`src/rtl/store_serializer.sv`:
```
// Store unit: narrows a 32-bit register value to 1/2/4 bytes and
// issues them little-endian, one beat per handshake, on an 8-bit port.
module store_serializer (
    input  logic        clk,
    input  logic        rst,
    input  logic        req,
    input  logic [1:0]  size,
    input  logic [31:0] addr,
    input  logic [31:0] wdata,
    output logic        busy,
    output logic        done,
    output logic        err,
    output logic        mem_we,
    output logic [31:0] mem_addr,
    output logic [7:0]  mem_wdata,
    input  logic        mem_ready
);

    typedef enum logic {
        IDLE = 1'b0,
        SEND = 1'b1
    } state_t;

    state_t      r_state;
    state_t      w_state_nx;
    logic [1:0]  r_cnt;
    logic [1:0]  w_cnt_nx;
    logic [31:0] r_addr;
    logic [31:0] w_addr_nx;
    logic [31:0] r_data;
    logic [31:0] w_data_nx;
    logic        r_done;
    logic        w_done_nx;
    logic        r_err;
    logic        w_err_nx;
    logic        w_legal;
    logic [1:0]  w_last;

    // r_cnt holds beats remaining after the current one
    always_comb begin
        w_legal = 1'b0;
        w_last  = 2'd0;
        case (size)
            2'b00: begin
                w_legal = 1'b1;
                w_last  = 2'd0;
            end
            2'b01: begin
                w_legal = ~addr[0];
                w_last  = 2'd1;
            end
            2'b10: begin
                w_legal = (addr[1:0] == 2'b00);
                w_last  = 2'd3;
            end
            default: begin
                w_legal = 1'b0;
                w_last  = 2'd0;
            end
        endcase
    end

    always_comb begin
        w_state_nx = r_state;
        w_cnt_nx   = r_cnt;
        w_addr_nx  = r_addr;
        w_data_nx  = r_data;
        w_done_nx  = 1'b0;
        w_err_nx   = 1'b0;
        case (r_state)
            IDLE: begin
                if (req) begin
                    if (w_legal) begin
                        w_state_nx = SEND;
                        w_cnt_nx   = w_last;
                        w_addr_nx  = addr;
                        w_data_nx  = wdata;
                    end else begin
                        w_err_nx = 1'b1;
                    end
                end
            end
            SEND: begin
                if (mem_ready) begin
                    if (r_cnt == 2'd0) begin
                        w_state_nx = IDLE;
                        w_done_nx  = 1'b1;
                    end else begin
                        w_cnt_nx  = r_cnt - 2'd1;
                        w_addr_nx = r_addr + 32'd1;
                        w_data_nx = {8'h00, r_data[31:8]};
                    end
                end
            end
            default: w_state_nx = IDLE;
        endcase
    end

    always_ff @(posedge clk or posedge rst) begin
        if (rst) begin
            r_state <= IDLE;
            r_cnt   <= 2'd0;
            r_addr  <= 32'd0;
            r_data  <= 32'd0;
            r_done  <= 1'b0;
            r_err   <= 1'b0;
        end else begin
            r_state <= w_state_nx;
            r_cnt   <= w_cnt_nx;
            r_addr  <= w_addr_nx;
            r_data  <= w_data_nx;
            r_done  <= w_done_nx;
            r_err   <= w_err_nx;
        end
    end

    assign busy      = (r_state == SEND);
    assign mem_we    = (r_state == SEND);
    assign mem_addr  = r_addr;
    assign mem_wdata = r_data[7:0];
    assign done      = r_done;
    assign err       = r_err;

endmodule

```
`config.mk`:
```
export PLATFORM = sky130hd
export DESIGN_NAME = store_serializer
export DESIGN_NICKNAME = d
export VERILOG_FILES = /design/src/rtl/store_serializer.sv
export SDC_FILE = /design/constraint.sdc
export NUM_CORES = 1
export LEC_CHECK = 0
export CORE_UTILIZATION = 40
export CTS_CLUSTER_SIZE = 40
export DETAILED_ROUTE_END_ITERATION = 10
export GPL_ROUTABILITY_DRIVEN = 1
export GPL_TIMING_DRIVEN = 0
export HOLD_SLACK_MARGIN = 0.05
export PLACE_DENSITY = 0.8
export SYNTH_ARGS = -nofsm -noshare
export SYNTH_HDL_FRONTEND = slang
export SYNTH_SLANG_ARGS = --single-unit
```
`constraint.sdc`:
```
create_clock -name clk -period 2.7 [get_ports clk]
set_clock_uncertainty 0.1 [all_clocks]
set_input_delay 0.54 -clock clk [delete_from_list [all_inputs] [get_ports clk]]
set_output_delay 0.54 -clock clk [all_outputs]
set_load 0.02 [all_outputs]
```
**M3 wires**

The bar under the picture is 20 um long.
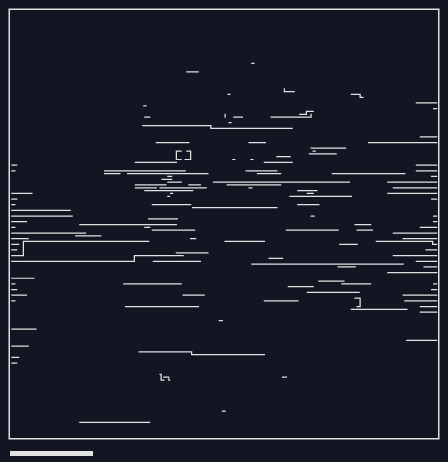
main direction	horizontal
share of all routed wire	8.1%
wire length on this layer	974 um
longest straight run	36.3 um

**I/O nets highlighted**

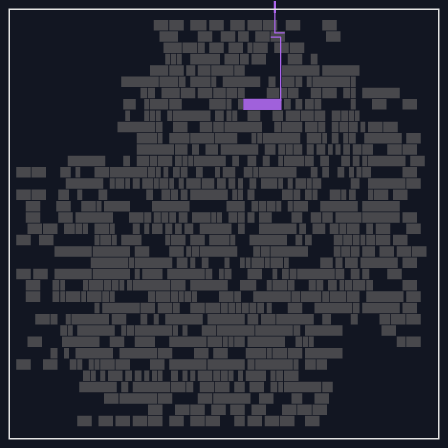
port	colour	bits	direction	end cells	wire
err	purple	1	output	1	25.2 um
I/O pin count: 114
port bufs: 113

**Met2 routing**

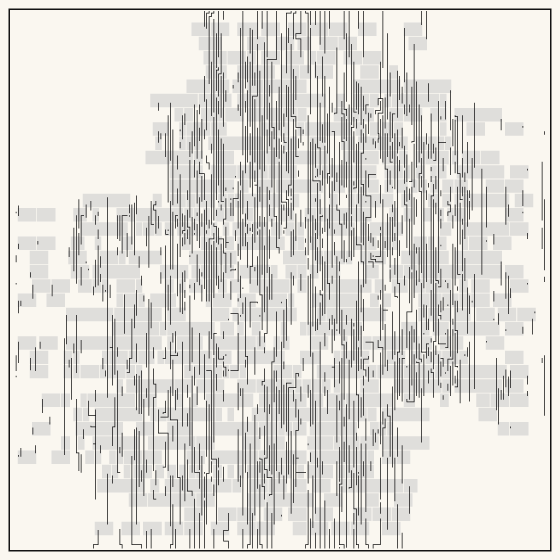
nets with wire on the layer	550
wire length on this layer	5,740 um
longest straight run	39.3 um
share of all routed wire	47%

## per-layer routing
metal  vias up  share of wire, %
li1       1889                 -
met1      1917                42
met2       208                47
met3        33               8.0
met4         0               2.5
met5         -                 0
## kinds of logic after synthesis
group	Yosys count	share of synthesized area [%]
fa+ha+maj	7	2.15
compound gates	119	19.3
mux	30	7.37
flops	69	42.4
simple gates	177	22.0
buf+inv	53	6.79
## Yosys cell counts (all sizes together) (2+ instances only)
library cell	instances	area share, %
a31oi	2	0.31
a22o	4	0.86
a22oi	7	1.3
nor2	27	2.5
o21ai	48	6.0
or4	2	0.37
buf	27	4.4
clkbuf	14	1.3
nor3	6	0.74
o22ai	6	0.92
and2	2	0.31
inv	11	1.0
nand2	69	6.4
mux2i	30	7.4
dfrtp	69	42
nor4	3	0.98
a21oi	24	3.3
and4	2	0.52
o211ai	3	0.55
ha	7	2.1
a2bb2oi	9	1.9
nand3	33	4.7
and3	10	1.5
nand2b	2	0.31
nand4	14	2.5
a222oi	2	0.49
or3	3	0.46
a2111oi	3	0.95
## registers in the layout, summed over array words and instances (netlist names)
signal    flops
busy          1
err           1
mem_addr     32
r_cnt         2
done          1
r_data       32
## worst min-delay path, cell delays in order, from the launching register on
cell and delay (ns):
dfrtp_1 0.35, nand2_1 0.05, nand2_1 0.05
## where the power goes
part           internal [mW]  switching, mW  leakage (nW)
Combinational           1.45           1.83          1.44
Clock                  0.384          0.425        0.0953
Sequential              1.47          0.446         0.830
Total                   3.31           2.70          2.36
## area by class of cell
cell class / instances / area, um^2
Buffer: 41 / 235
Fill cell: 865 / 4220
Clock buffer: 11 / 151
Multi-Input combinational cell: 333 / 2090
Sequential cell: 69 / 1730
Timing Repair Buffer: 115 / 1150
Inverter: 12 / 47.5
Tap cell: 133 / 166
Clock inverter: 5 / 35.0
==> impl_metrics.ini <==
; physical design summary
[clock_tree]
clkSinkCount = 69
cts_resized = 2
path_clk_slew_ns = 0.07

[critical_path]
crit_chain = clkdlybuf4s50_1, inv_1, ha_1, nor2_4, a211o_1, buf_2, a21oi_4, clkbuf_4, nand3_1, nand2_1
worst_path_dominant_cell_family = buffers and inverters
critPathBufInv = 4
crit_cells = 10
setup.worst_path.end = r_data[24]$_DFFE_PP0P_

[route]
drtIter0Drc = 304
viasPerCell = 5.63

[hold_path]
min_path_type = flip-flop to flip-flop

[global_route]
grt_pass1_vias = 3872
grt_max_degree = 70

[sta]
worst_slew_pin_slew_ns = 0.916
fmax_ghz = 0.385
holdWs_ns = 0.369
fin_crit_ns = 2.59
fin_crit_sh_pct = 96.1

[placed_design]
numPlacedInstances = 701

[synth]
synth_cell_types = 56
yosysSeqAreaShare_pct = 42.4
edf_count = 0

[cells_and_area]
instances_no_fill = 719
drive_above_1_share_pct = 10.8
antenna_cells = 0

[status]
outcome = finished clean

[floorplanning]
dieArea_um2 = 10600
fp_util_pct = 41.5
die_h_um = 103

[pwr]
p_leak_nw = 2.36
power_per_cell_area_nw_per_um2 = 1070
Power figures rest on the tool's default switching activity, not on a simulated workload.
